**src/rtl/gen_for_seq_acc_if.sv**
```systemverilog
// Operand/result handshake bundle for the rolled accumulator.
// The slave side is the accumulator; the master side feeds operands and
// consumes results.
interface gen_for_seq_acc_if #(
  parameter int WIDTH = 8
);
  logic             IN_VALID;
  logic             IN_READY;
  logic [WIDTH-1:0] A;
  logic [WIDTH-1:0] B;
  logic             OUT_VALID;
  logic             OUT_READY;
  logic [WIDTH-1:0] XOUT;
  logic             BUSY;

  modport slave (
    input  IN_VALID, A, B, OUT_READY,
    output IN_READY, OUT_VALID, XOUT, BUSY
  );

  modport master (
    output IN_VALID, A, B, OUT_READY,
    input  IN_READY, OUT_VALID, XOUT, BUSY
  );
endinterface

```
**src/rtl/gen_for_seq_acc.sv**
```systemverilog
// Rolled accumulator: one operand pair in, COUNT accumulation steps (one per
// clock), alternating A+B / A-B terms, then INIT-seeded sum minus OFFSET out.
// All arithmetic wraps modulo 2**WIDTH.
module gen_for_seq_acc #(
  parameter int WIDTH  = 8,
  parameter int COUNT  = 4,
  parameter int INIT   = 1,
  parameter int OFFSET = 17
) (
  input logic               CLK,
  input logic               RST_N,
  gen_for_seq_acc_if.slave  bus
);

  localparam int CW = $clog2(COUNT + 1);
  localparam logic [CW-1:0]    LAST     = CW'(COUNT - 1);
  localparam logic [WIDTH-1:0] INIT_W   = WIDTH'(INIT);
  localparam logic [WIDTH-1:0] OFFSET_W = WIDTH'(OFFSET);

  generate
    if (COUNT < 1) begin : g_count_check
      $error("gen_for_seq_acc: COUNT must be >= 1");
    end
  endgenerate

  typedef enum logic [1:0] {
    IDLE = 2'd0,
    RUN  = 2'd1,
    DONE = 2'd2
  } state_t;

  state_t           state_q, state_d;
  logic [CW-1:0]    cnt_q, cnt_d;
  logic [WIDTH-1:0] acc_q, acc_d;
  logic [WIDTH-1:0] a_q, a_d;
  logic [WIDTH-1:0] b_q, b_d;
  logic [WIDTH-1:0] xout_q, xout_d;
  logic [WIDTH-1:0] term;

  // Even steps add A+B, odd steps add A-B; both wrap at WIDTH bits.
  function automatic logic [WIDTH-1:0] step_term(
    input logic             odd,
    input logic [WIDTH-1:0] a,
    input logic [WIDTH-1:0] b
  );
    return odd ? (a - b) : (a + b);
  endfunction

  // Next-state, datapath updates and handshake outputs.
  always_comb begin
    state_d = state_q;
    cnt_d   = cnt_q;
    acc_d   = acc_q;
    a_d     = a_q;
    b_d     = b_q;
    xout_d  = xout_q;
    term    = step_term(cnt_q[0], a_q, b_q);
    case (state_q)
      IDLE: begin
        if (bus.IN_VALID) begin
          a_d     = bus.A;
          b_d     = bus.B;
          acc_d   = INIT_W;
          cnt_d   = '0;
          state_d = RUN;
        end
      end
      RUN: begin
        acc_d = acc_q + term;
        cnt_d = cnt_q + CW'(1);
        if (cnt_q == LAST) begin
          // Final step folds the offset straight into the result register.
          xout_d  = acc_q + term - OFFSET_W;
          cnt_d   = '0;
          state_d = DONE;
        end
      end
      DONE: begin
        if (bus.OUT_READY) state_d = IDLE;
      end
      default: state_d = IDLE;
    endcase
  end

  assign bus.IN_READY  = (state_q == IDLE);
  assign bus.OUT_VALID = (state_q == DONE);
  assign bus.BUSY      = (state_q != IDLE);
  assign bus.XOUT      = xout_q;

  // Control and result register with synchronous active-low reset.
  always_ff @(posedge CLK) begin
    if (!RST_N) begin
      state_q <= IDLE;
      cnt_q   <= '0;
      xout_q  <= '0;
    end else begin
      state_q <= state_d;
      cnt_q   <= cnt_d;
      xout_q  <= xout_d;
    end
  end

  // Operand and accumulator registers; only meaningful while RUN.
  always_ff @(posedge CLK) begin
    acc_q <= acc_d;
    a_q   <= a_d;
    b_q   <= b_d;
  end

endmodule

```
**src/flat_wrapper.sv**
```systemverilog
// flat-port wrapper written by rule: the top's interface ports become plain ports
module gen_for_seq_acc_flat 
#(
  parameter int WIDTH  = 8,
  parameter int COUNT  = 4,
  parameter int INIT   = 1,
  parameter int OFFSET = 17
)
  (CLK, RST_N, bus_IN_VALID, bus_A, bus_B, bus_OUT_READY, bus_IN_READY, bus_OUT_VALID, bus_XOUT, bus_BUSY);
  gen_for_seq_acc_if #(.WIDTH(WIDTH)) bus_i ();
  input logic CLK;
  input logic RST_N;
  input wire logic [$bits(bus_i.IN_VALID)-1:0] bus_IN_VALID;
  input wire logic [$bits(bus_i.A)-1:0] bus_A;
  input wire logic [$bits(bus_i.B)-1:0] bus_B;
  input wire logic [$bits(bus_i.OUT_READY)-1:0] bus_OUT_READY;
  output wire logic [$bits(bus_i.IN_READY)-1:0] bus_IN_READY;
  output wire logic [$bits(bus_i.OUT_VALID)-1:0] bus_OUT_VALID;
  output wire logic [$bits(bus_i.XOUT)-1:0] bus_XOUT;
  output wire logic [$bits(bus_i.BUSY)-1:0] bus_BUSY;
  assign bus_i.IN_VALID = bus_IN_VALID;
  assign bus_i.A = bus_A;
  assign bus_i.B = bus_B;
  assign bus_i.OUT_READY = bus_OUT_READY;
  assign bus_IN_READY = bus_i.IN_READY;
  assign bus_OUT_VALID = bus_i.OUT_VALID;
  assign bus_XOUT = bus_i.XOUT;
  assign bus_BUSY = bus_i.BUSY;
  gen_for_seq_acc #(.WIDTH(WIDTH), .COUNT(COUNT), .INIT(INIT), .OFFSET(OFFSET)) u_core (.CLK(CLK), .RST_N(RST_N), .bus(bus_i));
endmodule
```
**config.mk**
```make
export PLATFORM = sky130hd
export DESIGN_NAME = gen_for_seq_acc_flat
export DESIGN_NICKNAME = d
export VERILOG_FILES = /design/src/rtl/gen_for_seq_acc_if.sv /design/src/rtl/gen_for_seq_acc.sv /design/src/flat_wrapper.sv
export SDC_FILE = /design/constraint.sdc
export NUM_CORES = 1
export LEC_CHECK = 0
export CAP_MARGIN = 20
export CORE_MARGIN = 2
export CORE_UTILIZATION = 54
export CTS_CLUSTER_DIAMETER = 30
export DETAILED_ROUTE_END_ITERATION = 6
export PLACE_DENSITY = 0.79
export SYNTH_ARGS = -nofsm -noshare
export SYNTH_HDL_FRONTEND = slang
export SYNTH_SLANG_ARGS = --single-unit
export TNS_END_PERCENT = 1
```
**constraint.sdc**
```tcl
create_clock -name CLK -period 4 [get_ports CLK]
set_input_delay 0.4 -clock CLK [delete_from_list [all_inputs] [get_ports CLK]]
set_output_delay 0.4 -clock CLK [all_outputs]
set_load 0.01 [all_outputs]
```
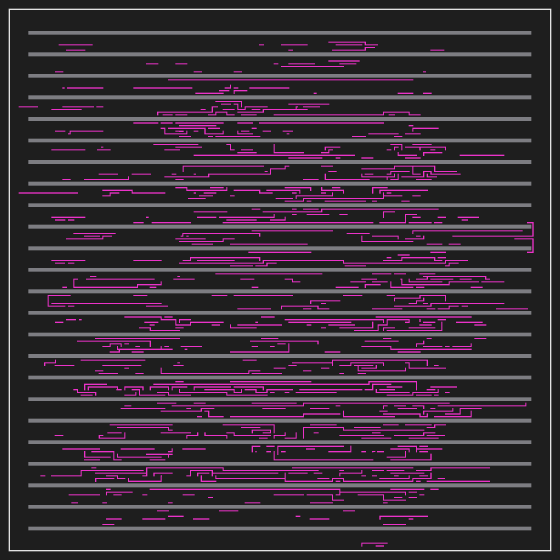
(signal wires on met1)
Supply wires on this layer in grey.
wire length on this layer	2040 µm
share of all routed wire	49%
nets with wire on the layer	270
main direction	horizontal
via count: 1644
final wirelength: 4.13 mm

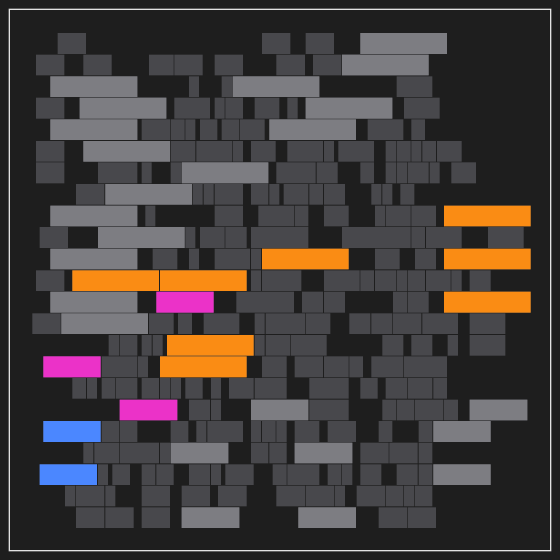
(register map, names as in the netlist)
Other sequential cells in the stronger grey, the rest of the logic in the fainter grey.
name in the netlist	colour	placed flops
u_core.cnt_q	magenta	3
u_core.acc_q	orange	8
u_core.state_q	blue	2
flop share of the area: 0.367
Sequential cell area: 981 µm²
P_seq: 0.000468 W

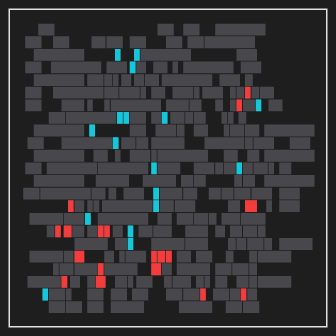
(gate families picked out)
family	colour	cells	most used
inv cells	cyan	17	inv_1
nand cells	red	18	nand2_1
Comb area share: 0.437
most frequent logic cell in the layout: clkdlybuf4s50_1
Finished Layout Cells: 298

==> Changelog: implementation <==
### Changed

* Antenna viol nets, final at 0
* DRC Markers at 0
* Antenna violations before repair at 0
* Iteration-0 DRC Markers at 102
* Die X at 68.2 µm
* CP arrival at 3.76 ns
* Placer Congestion at 0.782
* Post-Syn Nets at 252
* Fin. Hold Viols at 0
* CTS resizes at 0
* I/O pins at 31
* Status: finished, final reports clean
* CP Class: reg2reg
* Ys Warns at 0
* LEAKAGE at 1.05 nW
* Seq share, synth at 0.441
* Xor+xnor area frac at 0.0816
* Die Ht at 68.2 µm
* Vias per inst at 5.52
* FF+latch count, synth at 37
* WL/cell at 13.8 µm
* Layout cells sized above 1 at 0.0766
* Clock Latency Late Sink at 0.29 ns
* Critical Path RT at 4.16 ns
* Clock tree buffer depth at 2
* Max stage delay on crit path at 0.45 ns
* Floorplan core density at 0.560
* Input/output buffers at 30
* Core region area at 0.00397 mm²
* CTS clock-pin slew for the worst setup and hold paths at 0.07 ns
* Synth-to-Final Area Change at 20.2%
* Largest net degree at the start of global routing at 18
* Hold Slack at 0.446 ns
* CP endpoint kind: flop
* Placed insts at 290
* Netlist Area Pre-Place at 0.00222 mm²
* Top cells by area: edfxtp_1, dfxtp_1, ha_1
* Placed Area at 0.00258 mm²
* # setup viols final at 0
* Crit-path cells: inv_1, ha_1, mux2i_1, fa_1, a21o_1, a21oi_1, o21bai_1, a21oi_1, xnor2_1, ha_1, or3b_2, o211ai_1, a211oi_2, o311a_1, xor2_1, a21oi_1
path summary, 6_finish.rpt:
path | startpoint | endpoint | slack [ns]
hold reg to reg | u_core.cnt_q[2] | u_core.cnt_q[2] | 0.45
hold / removal | u_core.cnt_q[2] | u_core.cnt_q[2] | 0.45
setup reg to reg | u_core.b_q[1] | u_core.bus.XOUT[7] | 0.40
setup / recovery | u_core.b_q[1] | u_core.bus.XOUT[7] | 0.40
kinds of logic (layout without fill, tap and decap cells):
kind of cell    Yosys count  in the layout
mux                       3              3
fa+ha+maj                20             20
simple gates             60             60
compound gates           53             53
flops                    37             37
xor+xnor                 19             19
buf+inv                  20             56
sequential cells by signal, indices dropped and copies added (netlist names):
register,flops
u_core.a_q,8
u_core.acc_q,8
u_core.b_q,8
u_core.bus.XOUT,8
u_core.cnt_q,3
u_core.state_q,2
placed cells by master, fill, tap and decap left out, types with 4 or more instances in the layout:
master,n
dfxtp_1,13
xor2_1,4
a211oi_1,5
clkdlybuf4s50_1,30
ha_1,18
nand2_1,12
nor2b_1,5
o21a_1,4
nor2_1,20
nor3_1,4
clkbuf_8,6
o21ai_0,7
inv_1,17
a31oi_1,6
xnor2_1,14
edfxtp_1,24
a21oi_1,11
per-layer routing:
layer | vias to the layer above | global-route usage | part of all wire
met2 | 26 | 0.324 | 0.47
met5 | - | 0 | 0
met1 | 773 | 0.261 | 0.49
met4 | 0 | 0.0675 | 0.0065
met3 | 2 | 0.0493 | 0.027
li1 | 843 | - | -
critical path: cells and delay by family, from the launching register on:
kind,cells,cell delay (ns)
multiplexers,1,0.10
XOR/XNOR,2,0.29
AND-OR/OR-AND,8,1.37
flip-flops,1,0.40
AND/OR/NAND/NOR,1,0.21
adder cells (fa/ha/maj),3,1.02
buffers and inverters,1,0.06
layout make-up:
type	count	area, µm²
inverters	17	63.8
fillers	316	1300
repair buffers	31	308
clock buffers	8	90.1
well taps	50	62.6
flip-flops and latches	37	981
multi-input cells	155	1170
power breakdown:
group | internal (W) | switching, W | leakage, nW
Sequential | 0.000452 | 0.0000164 | 0.339
Combinational | 0.000333 | 0.000401 | 0.669
Clock | 0.000141 | 0.000128 | 0.0455
metrics by stage:
stage / utilization / power, W
finish: 0.673 / 0.00147
global route: 0.673 / 0.00157
CTS: 0.673 / 0.00147
detailed placement: 0.650 / 0.00120
global placement: 0.650 / 0.00118
floorplan: - / 0.00105
Power and IR drop assume default switching activity.
